pdn.png
Scale bar: 20 um. Pins as bars on the die edge. Tap cells in gray.
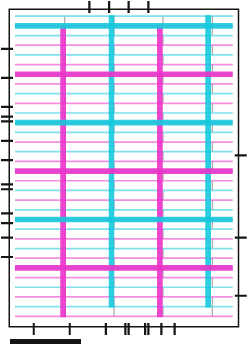
cell_classes.png
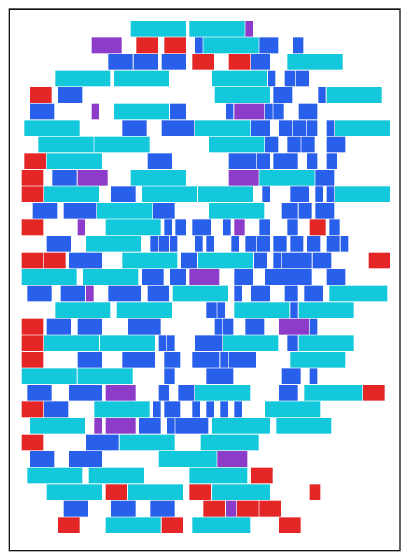
clock_map.png
Scale bar: 20 um.
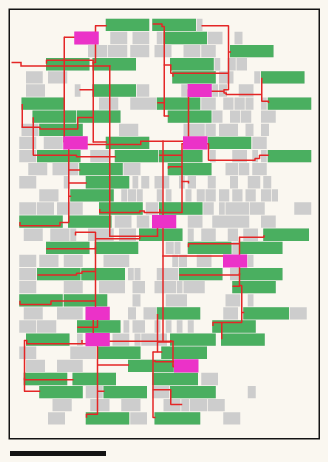
==> config.mk <==
export PLATFORM = sky130hd
export DESIGN_NAME = seg_scan
export DESIGN_NICKNAME = d
export VERILOG_FILES = /design/src/rtl/seg_scan.sv
export SDC_FILE = /design/constraint.sdc
export NUM_CORES = 1
export LEC_CHECK = 0
export CORE_ASPECT_RATIO = 1.4
export CORE_UTILIZATION = 50
export CTS_CLUSTER_DIAMETER = 40
export DETAILED_ROUTE_END_ITERATION = 7
export PLACE_DENSITY = 0.72
export SLEW_MARGIN = 40
export SYNTH_ARGS = -nofsm -noshare
export SYNTH_HDL_FRONTEND = slang
export SYNTH_SLANG_ARGS = --single-unit
==> constraint.sdc <==
create_clock -name i_clk -period 4.6 [get_ports i_clk]
set_input_delay 0.92 -clock i_clk [delete_from_list [all_inputs] [get_ports i_clk]]
set_output_delay 0.92 -clock i_clk [all_outputs]
set_load 0.05 [all_outputs]
==> results_slide.txt <==
Physical Implementation Snapshot

Run status
  • Outcome: finished clean

Critical path
  • Top delay family on crit path: buffers and inverters
  • Endpoint kind of the worst setup timing path: output port
  • Critical path class: register to output port
  • Arr. time, crit path: 1630 ps
  • Worst stage delay on the critical path: 790 ps
  • Max Fanout on Critical Path: 1

Clock tree
  • # H-tree levels: 3
  • Worst-path clk slew: 60 ps
  • TritonCTS Buffers: 9
  • Clock buffer depth: 2

Finish
  • Most frequent logic cell in the layout: dfrtp_1
  • FILL cells: 434
  • Top cells excl fill/tap: 54 x dfrtp_1, 27 x clkdlybuf4s50_1, 22 x mux2_2

Power
  • Leakage power: 0.00137 uW
  • Share of power burned in combinational logic: 4.3%

Logic synthesis
  • Adder-Cell Fraction of Synth Area: 2.33%
  • Post-Synth Simple-Gate Area: 12.7%
  • Mean instance size in the synthesized netlist: 13.1 sq um
  • Mux area share: 16.3%

STA
  • Slew headroom: 51.9%
  • Fin worst setup slack: 2050 ps
  • Maximum clock frequency: 392 MHz
  • Worst Tran Pin Value: 721 ps

Job
  • Number of max-cap violations: 0
  • Number of warnings in the stage logs: 29

Routing
  • Remaining antenna violation count after routing: 0
  • Violation tally from detailed-route iteration zero: 120
  • DRC Markers: 0
  • Post-DR vias/cell: 5.28

Min path
  • Type of the tightest min-delay check: register to register

Die
  • Top-level I/O count: 29
-- pdn.png (at the start) --
VSS: marked magenta. VDD: marked cyan.
6 straps on met5. 4 straps on met4. 66 tap cells. 29 signal pins sit on the boundary. The core has 31 rows.
vertical die dimension: 88.8 um
IR drop worst, VDD: 0.238 mV

-- cell_classes.png (at the start) --
flops: marked cyan, cells 62. clock drivers and dummy loads: marked purple, cells 16. all other logic: marked blue, cells 134. other buffers and delay cells: marked red, cells 29.
flip-flop and latch share of the layout cell area: 49.7%
final cell utilization of the core: 60.9%
# rows: 31
cell area after layout: 3140 sq um
placeable core region: 5160 sq um

-- clock_map.png (at the start) --
cells driving clock nets: marked magenta, count 9. flip-flops: marked green, count 62. clock wires: marked red, length 749 um.
There are 10 routed clock nets. Position of the flops: widely spread.
largest clock skew in the final design: 8.85 ps
part of the total power dissipated in the clock network: 38.7%
Clock group: 385 uW
clock network latency to the later pin of the worst-skew pair: 330 ps

==> area by class of cell <==
cell class	count	area share, %
repair buffers	29	9.01
multi-input cells	131	33.4
clock buffers	14	4.54
well taps	66	2.63
flip-flops and latches	62	49.7
inverters	3	0.359
clock inverters	2	0.319
==> logic make-up (layout without fill, tap and decap cells) <==
family,count (synthesis),in the layout
XOR/XNOR,14,14
multiplexers,36,36
adder cells (fa/ha/maj),5,5
AND/OR/NAND/NOR,62,62
buffers and inverters,13,48
AND-OR/OR-AND,14,14
flip-flops,62,62
==> cells in the mapped netlist <==
library cell,number
inv_1,3
nand3_1,5
o211ai_1,4
or3_1,1
nor4_4,1
dfstp_2,8
mux2i_1,4
o21ai_0,3
nor2_1,16
nor4_1,2
or4b_4,1
and3_1,4
clkbuf_1,7
a21o_1,1
dfrtp_1,54
xor2_1,7
xnor2_1,7
a21oi_1,5
mux2_2,22
nor3_1,4
buf_12,1
nand4_1,7
and2b_2,1
a31oi_1,1
nand2_1,14
and4_1,3
or4_1,1
ha_1,5
or4_4,1
buf_6,2
mux2_4,10
or2_2,1
==> routing by layer <==
metal	up-vias	part of all wire, %
met5	-	0
met3	8	3.0
met2	26	53
met1	811	43
met4	0	1.9
li1	776	-
==> power by group through the flow <==
stage / Combinational [uW] / Sequential (uW) / Clock [uW]
floorplan: 17.4 / 574 / 0
global placement: 43.9 / 577 / 0
detailed placement: 44.5 / 577 / 0
CTS: 44.7 / 568 / 395
global route: 49.1 / 569 / 418
finish: 43.2 / 568 / 385
==> through the flow <==
stage	hold WS [ps]	instances	power, uW	util (%)
detailed placement	493	291	622	57.9
CTS	507	307	1010	60.9
global route	517	307	1040	60.9
global placement	490	291	621	57.9
finish	499	307	996	60.9
floorplan	468	206	592	-
Power figures rest on the tool's default switching activity, not on a simulated workload.
